met3.png
The bar under the picture is 20 microns long. Cells faint in the background.
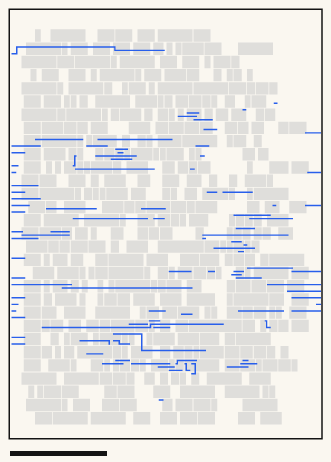
met1.png
The bar under the picture is 20 microns long. Supply wires on this layer in gray.
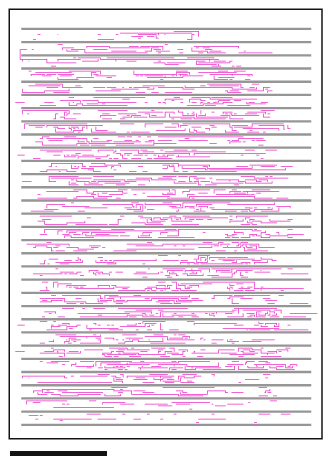
zoom.png
The bar under the picture is 10 microns long. Window x 24 to 64, y 2 to 42 microns. Cells in gray, sequential cells in the stronger gray; small squares are vias.
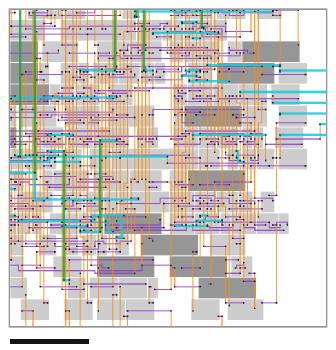
final_congestion.png
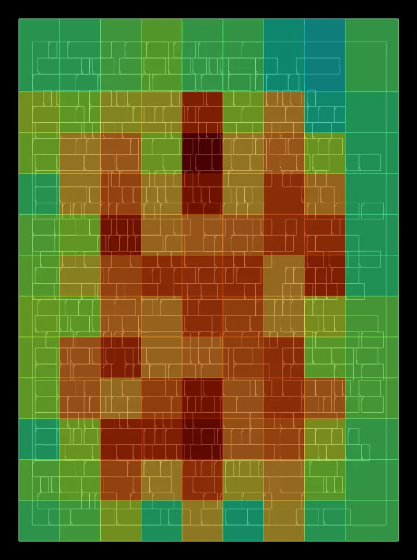
$ cat src/rtl/counter_sweep_ctrl_if.sv
// Command and counter-feedback bundle for counter_sweep_ctrl.
// The slave modport is the controller; the master modport is the environment that drives commands and owns the counter.
interface counter_sweep_ctrl_if;
  logic       start;
  logic       abort;
  logic [7:0] lo;
  logic [7:0] hi;
  logic [3:0] sweeps;
  logic [3:0] dwell;
  logic [7:0] count_in;
  logic       ctr_load;
  logic [7:0] ctr_data;
  logic       ctr_u_d;
  logic       busy;
  logic       done;
  logic       err;

  modport master (
    output start, abort, lo, hi, sweeps, dwell, count_in,
    input  ctr_load, ctr_data, ctr_u_d, busy, done, err
  );

  modport slave (
    input  start, abort, lo, hi, sweeps, dwell, count_in,
    output ctr_load, ctr_data, ctr_u_d, busy, done, err
  );
endinterface

$ cat src/rtl/counter_sweep_ctrl.sv
// Runs a programmable number of lo->hi->lo triangle sweeps on the bounded up/down counter,
// with optional dwell at each turnaround; parks the counter at a held value whenever idle.
module counter_sweep_ctrl (
  input  logic                 clk,
  input  logic                 rst,
  counter_sweep_ctrl_if.slave  bus
);

  typedef enum logic [2:0] {
    S_IDLE,
    S_PRELOAD,
    S_UP,
    S_HOLD_HI,
    S_DOWN,
    S_HOLD_LO,
    S_DONE
  } state_t;

  state_t     r_state, w_state_nxt;
  logic [7:0] r_park, w_park_nxt;
  logic [7:0] r_lo, r_hi;
  logic [3:0] r_dwell;
  logic [3:0] r_left, w_left_nxt;
  logic [3:0] r_dcnt, w_dcnt_nxt;
  logic       r_err, w_err_nxt;
  logic       w_cfg_latch;
  logic       w_cfg_ok;
  logic       w_busy;
  logic       w_fault;
  logic       w_load;
  logic [7:0] w_data;
  logic       w_u_d;

  assign w_cfg_ok = (bus.lo >= 8'd10) && (bus.lo < bus.hi) &&
                    (bus.hi <= 8'd40) && (bus.sweeps != 4'd0);

  assign w_busy = (r_state == S_PRELOAD) || (r_state == S_UP) ||
                  (r_state == S_HOLD_HI) || (r_state == S_DOWN) ||
                  (r_state == S_HOLD_LO);

  always_ff @(posedge clk) begin
    if (!rst) begin
      r_state <= S_IDLE;
      r_park  <= 8'd10;
      r_lo    <= 8'd10;
      r_hi    <= 8'd10;
      r_dwell <= '0;
      r_left  <= '0;
      r_dcnt  <= '0;
      r_err   <= 1'b0;
    end else begin
      r_state <= w_state_nxt;
      r_park  <= w_park_nxt;
      r_left  <= w_left_nxt;
      r_dcnt  <= w_dcnt_nxt;
      r_err   <= w_err_nxt;
      if (w_cfg_latch) begin
        r_lo    <= bus.lo;
        r_hi    <= bus.hi;
        r_dwell <= bus.dwell;
      end
    end
  end

  always_comb begin
    w_state_nxt = r_state;
    w_park_nxt  = r_park;
    w_left_nxt  = r_left;
    w_dcnt_nxt  = r_dcnt;
    w_err_nxt   = 1'b0;
    w_cfg_latch = 1'b0;
    w_fault     = 1'b0;
    w_load      = 1'b0;
    w_data      = r_park;
    w_u_d       = 1'b1;

    case (r_state)
      S_IDLE: begin
        w_load = 1'b1;
        if (bus.start) begin
          if (w_cfg_ok) begin
            w_cfg_latch = 1'b1;
            w_left_nxt  = bus.sweeps;
            w_state_nxt = S_PRELOAD;
          end else begin
            w_err_nxt = 1'b1;
          end
        end
      end
      S_PRELOAD: begin
        w_load      = 1'b1;
        w_data      = r_lo;
        w_state_nxt = S_UP;
      end
      S_UP: begin
        if (bus.count_in > r_hi) begin
          w_fault = 1'b1;
        end else if (bus.count_in == r_hi) begin
          if (r_dwell == 4'd0) begin
            w_u_d       = 1'b0;
            w_state_nxt = S_DOWN;
          end else begin
            w_load      = 1'b1;
            w_data      = r_hi;
            w_dcnt_nxt  = r_dwell - 4'd1;
            w_state_nxt = S_HOLD_HI;
          end
        end
      end
      S_HOLD_HI: begin
        if (r_dcnt != 4'd0) begin
          w_load     = 1'b1;
          w_data     = r_hi;
          w_dcnt_nxt = r_dcnt - 4'd1;
        end else begin
          w_u_d       = 1'b0;
          w_state_nxt = S_DOWN;
        end
      end
      S_DOWN: begin
        w_u_d = 1'b0;
        if (bus.count_in < r_lo) begin
          w_fault = 1'b1;
        end else if (bus.count_in == r_lo) begin
          w_left_nxt = r_left - 4'd1;
          if (r_left == 4'd1) begin
            w_load      = 1'b1;
            w_data      = r_lo;
            w_park_nxt  = r_lo;
            w_state_nxt = S_DONE;
          end else if (r_dwell == 4'd0) begin
            w_u_d       = 1'b1;
            w_state_nxt = S_UP;
          end else begin
            w_load      = 1'b1;
            w_data      = r_lo;
            w_dcnt_nxt  = r_dwell - 4'd1;
            w_state_nxt = S_HOLD_LO;
          end
        end
      end
      S_HOLD_LO: begin
        if (r_dcnt != 4'd0) begin
          w_load     = 1'b1;
          w_data     = r_lo;
          w_dcnt_nxt = r_dcnt - 4'd1;
        end else begin
          w_state_nxt = S_UP;
        end
      end
      S_DONE: begin
        w_load      = 1'b1;
        w_state_nxt = S_IDLE;
      end
      default: begin
        w_load      = 1'b1;
        w_state_nxt = S_IDLE;
      end
    endcase

    // Abort and feedback faults override whatever the state decided; abort wins, so no err then.
    if (w_busy && (bus.abort || w_fault)) begin
      w_load      = 1'b1;
      w_data      = bus.count_in;
      w_u_d       = 1'b1;
      w_park_nxt  = bus.count_in;
      w_state_nxt = S_IDLE;
      w_err_nxt   = w_fault && !bus.abort;
    end
  end

  assign bus.ctr_load = w_load;
  assign bus.ctr_data = w_data;
  assign bus.ctr_u_d  = w_u_d;
  assign bus.busy     = w_busy;
  assign bus.done     = (r_state == S_DONE);
  assign bus.err      = r_err;

endmodule
$ cat src/flat_wrapper.sv
// flat-port wrapper written by rule: the top's interface ports become plain ports
module counter_sweep_ctrl_flat 
  (clk, rst, bus_start, bus_abort, bus_lo, bus_hi, bus_sweeps, bus_dwell, bus_count_in, bus_ctr_load, bus_ctr_data, bus_ctr_u_d, bus_busy, bus_done, bus_err);
  counter_sweep_ctrl_if bus_i ();
  input  logic clk;
  input  logic rst;
  input wire logic [$bits(bus_i.start)-1:0] bus_start;
  input wire logic [$bits(bus_i.abort)-1:0] bus_abort;
  input wire logic [$bits(bus_i.lo)-1:0] bus_lo;
  input wire logic [$bits(bus_i.hi)-1:0] bus_hi;
  input wire logic [$bits(bus_i.sweeps)-1:0] bus_sweeps;
  input wire logic [$bits(bus_i.dwell)-1:0] bus_dwell;
  input wire logic [$bits(bus_i.count_in)-1:0] bus_count_in;
  output wire logic [$bits(bus_i.ctr_load)-1:0] bus_ctr_load;
  output wire logic [$bits(bus_i.ctr_data)-1:0] bus_ctr_data;
  output wire logic [$bits(bus_i.ctr_u_d)-1:0] bus_ctr_u_d;
  output wire logic [$bits(bus_i.busy)-1:0] bus_busy;
  output wire logic [$bits(bus_i.done)-1:0] bus_done;
  output wire logic [$bits(bus_i.err)-1:0] bus_err;
  assign bus_i.start = bus_start;
  assign bus_i.abort = bus_abort;
  assign bus_i.lo = bus_lo;
  assign bus_i.hi = bus_hi;
  assign bus_i.sweeps = bus_sweeps;
  assign bus_i.dwell = bus_dwell;
  assign bus_i.count_in = bus_count_in;
  assign bus_ctr_load = bus_i.ctr_load;
  assign bus_ctr_data = bus_i.ctr_data;
  assign bus_ctr_u_d = bus_i.ctr_u_d;
  assign bus_busy = bus_i.busy;
  assign bus_done = bus_i.done;
  assign bus_err = bus_i.err;
  counter_sweep_ctrl u_core (.clk(clk), .rst(rst), .bus(bus_i));
endmodule
$ cat config.mk
export PLATFORM = sky130hd
export DESIGN_NAME = counter_sweep_ctrl_flat
export DESIGN_NICKNAME = d
export VERILOG_FILES = /design/src/rtl/counter_sweep_ctrl_if.sv /design/src/rtl/counter_sweep_ctrl.sv /design/src/flat_wrapper.sv
export SDC_FILE = /design/constraint.sdc
export NUM_CORES = 1
export LEC_CHECK = 0
export CAP_MARGIN = 20
export CORE_ASPECT_RATIO = 1.4
export CORE_MARGIN = 2
export CORE_UTILIZATION = 60
export CTS_BUF_LIST = sky130_fd_sc_hd__clkbuf_8
export CTS_CLUSTER_DIAMETER = 200
export DETAILED_ROUTE_END_ITERATION = 10
export PLACE_DENSITY = 0.88
export SYNTH_ARGS = -nofsm -noshare
export SYNTH_HDL_FRONTEND = slang
export SYNTH_SLANG_ARGS = --single-unit
$ cat constraint.sdc
create_clock -name clk -period 4.8 [get_ports clk]
set_input_delay 0.48 -clock clk [delete_from_list [all_inputs] [get_ports clk]]
set_output_delay 0.48 -clock clk [all_outputs]
set_load 0.01 [all_outputs]
==> impl_metrics.ini <==
; physical design summary
[outcome]
result_of_the_run = completed

[power]
pg_seq_uw = 346
seq_power_share_pct = 44.7
largestPowerGroup = registers
internal_power_uw = 563
cellLeakagePower_uw = 0.00136
powerComb_uw = 147

[clock_network]
number_of_cells_upsized_or_downsized_after_cts = 0
h_tree_lvl_count = 2
clk_pin_slew_worst_paths_ns = 0.08
cts_max_path_buffers = 2
cts_root_buf = clkbuf_8

[die]
die_x_microns = 64.2
tapCellCount = 64
pin_count = 49
die.size.y_microns = 88.2

[logic_synthesis]
topCellsByArea = dfxtp_1, ha_1, mux2i_1
synth.cellmix.xorXnorShare_pct = 0.288
synth_top_flop_cell = dfxtp_1
synth_flops = 40
synth-area-yosys_sq_mm = 0.00304

[finish]
finalNonFillerCells = 483
final-nonclk-buf-share_pct = 13.7
num-clock-buffers = 5
final_layout_top_logic_cell = clkdlybuf4s50_1
area.share.sequential_pct = 21.8
nFlopsAndLatches = 40

[min_path]
hold_end = u_core.r_hi[6]

[sta]
slew_violations = 0
finalHoldViolCount = 0
min_period_over_period_pct = 87.3

[setup_path]
critical_path.endpoint_type = output pin
critical_path.cell_chain = clkdlybuf4s50_1 > ha_1 > a21o_1 > a31oi_1 > nand2_1 > o2111ai_1 > nand2_1 > buf_4 > a31oi_1 > clkdlybuf4s50_1

[route]
wl_met3_microns = 514
met2RoutedLength_microns = 4370
wl_met1_microns = 3280

[global_routing]
grt_antenna_before_repair = 0
## Picture notes: met3.png
The longest straight run is 26.7 microns. The layer holds 6.1% of the routed length. The wires run mostly horizontal. The layer carries 515 microns of wire. 80 nets have wire on it.
post-detailed-routing wire length: 8410 microns
total via count in the routed design: 3123
met3 Resource Use GR: 4.07%

## Picture notes: met1.png
The longest straight run is 24.4 microns. The wires run mostly horizontal. The layer carries 3280 microns of wire. 429 nets have wire on it.
GR Util met1: 35.5%

## Picture notes: zoom.png
Key: met1 = purple; met3 = cyan; met4 = green; met2 = orange
121 logic cells have their middle in the window. Sequential cells in the window: 10. Most frequent: clkdlybuf4s50_1 (16), inv_1 (11). Netlist names of flops here include u_core.r_left (4), u_core.r_park (2), u_core.r_state (2).

## Picture notes: final_congestion.png
Global Route Usage Sum: 30.8%
global routing met2 resource utilization: 57.0%
Core Util, Final: 75.1%
most congested layer reported by global routing: met2
Wirelength per Cell: 17.4 microns

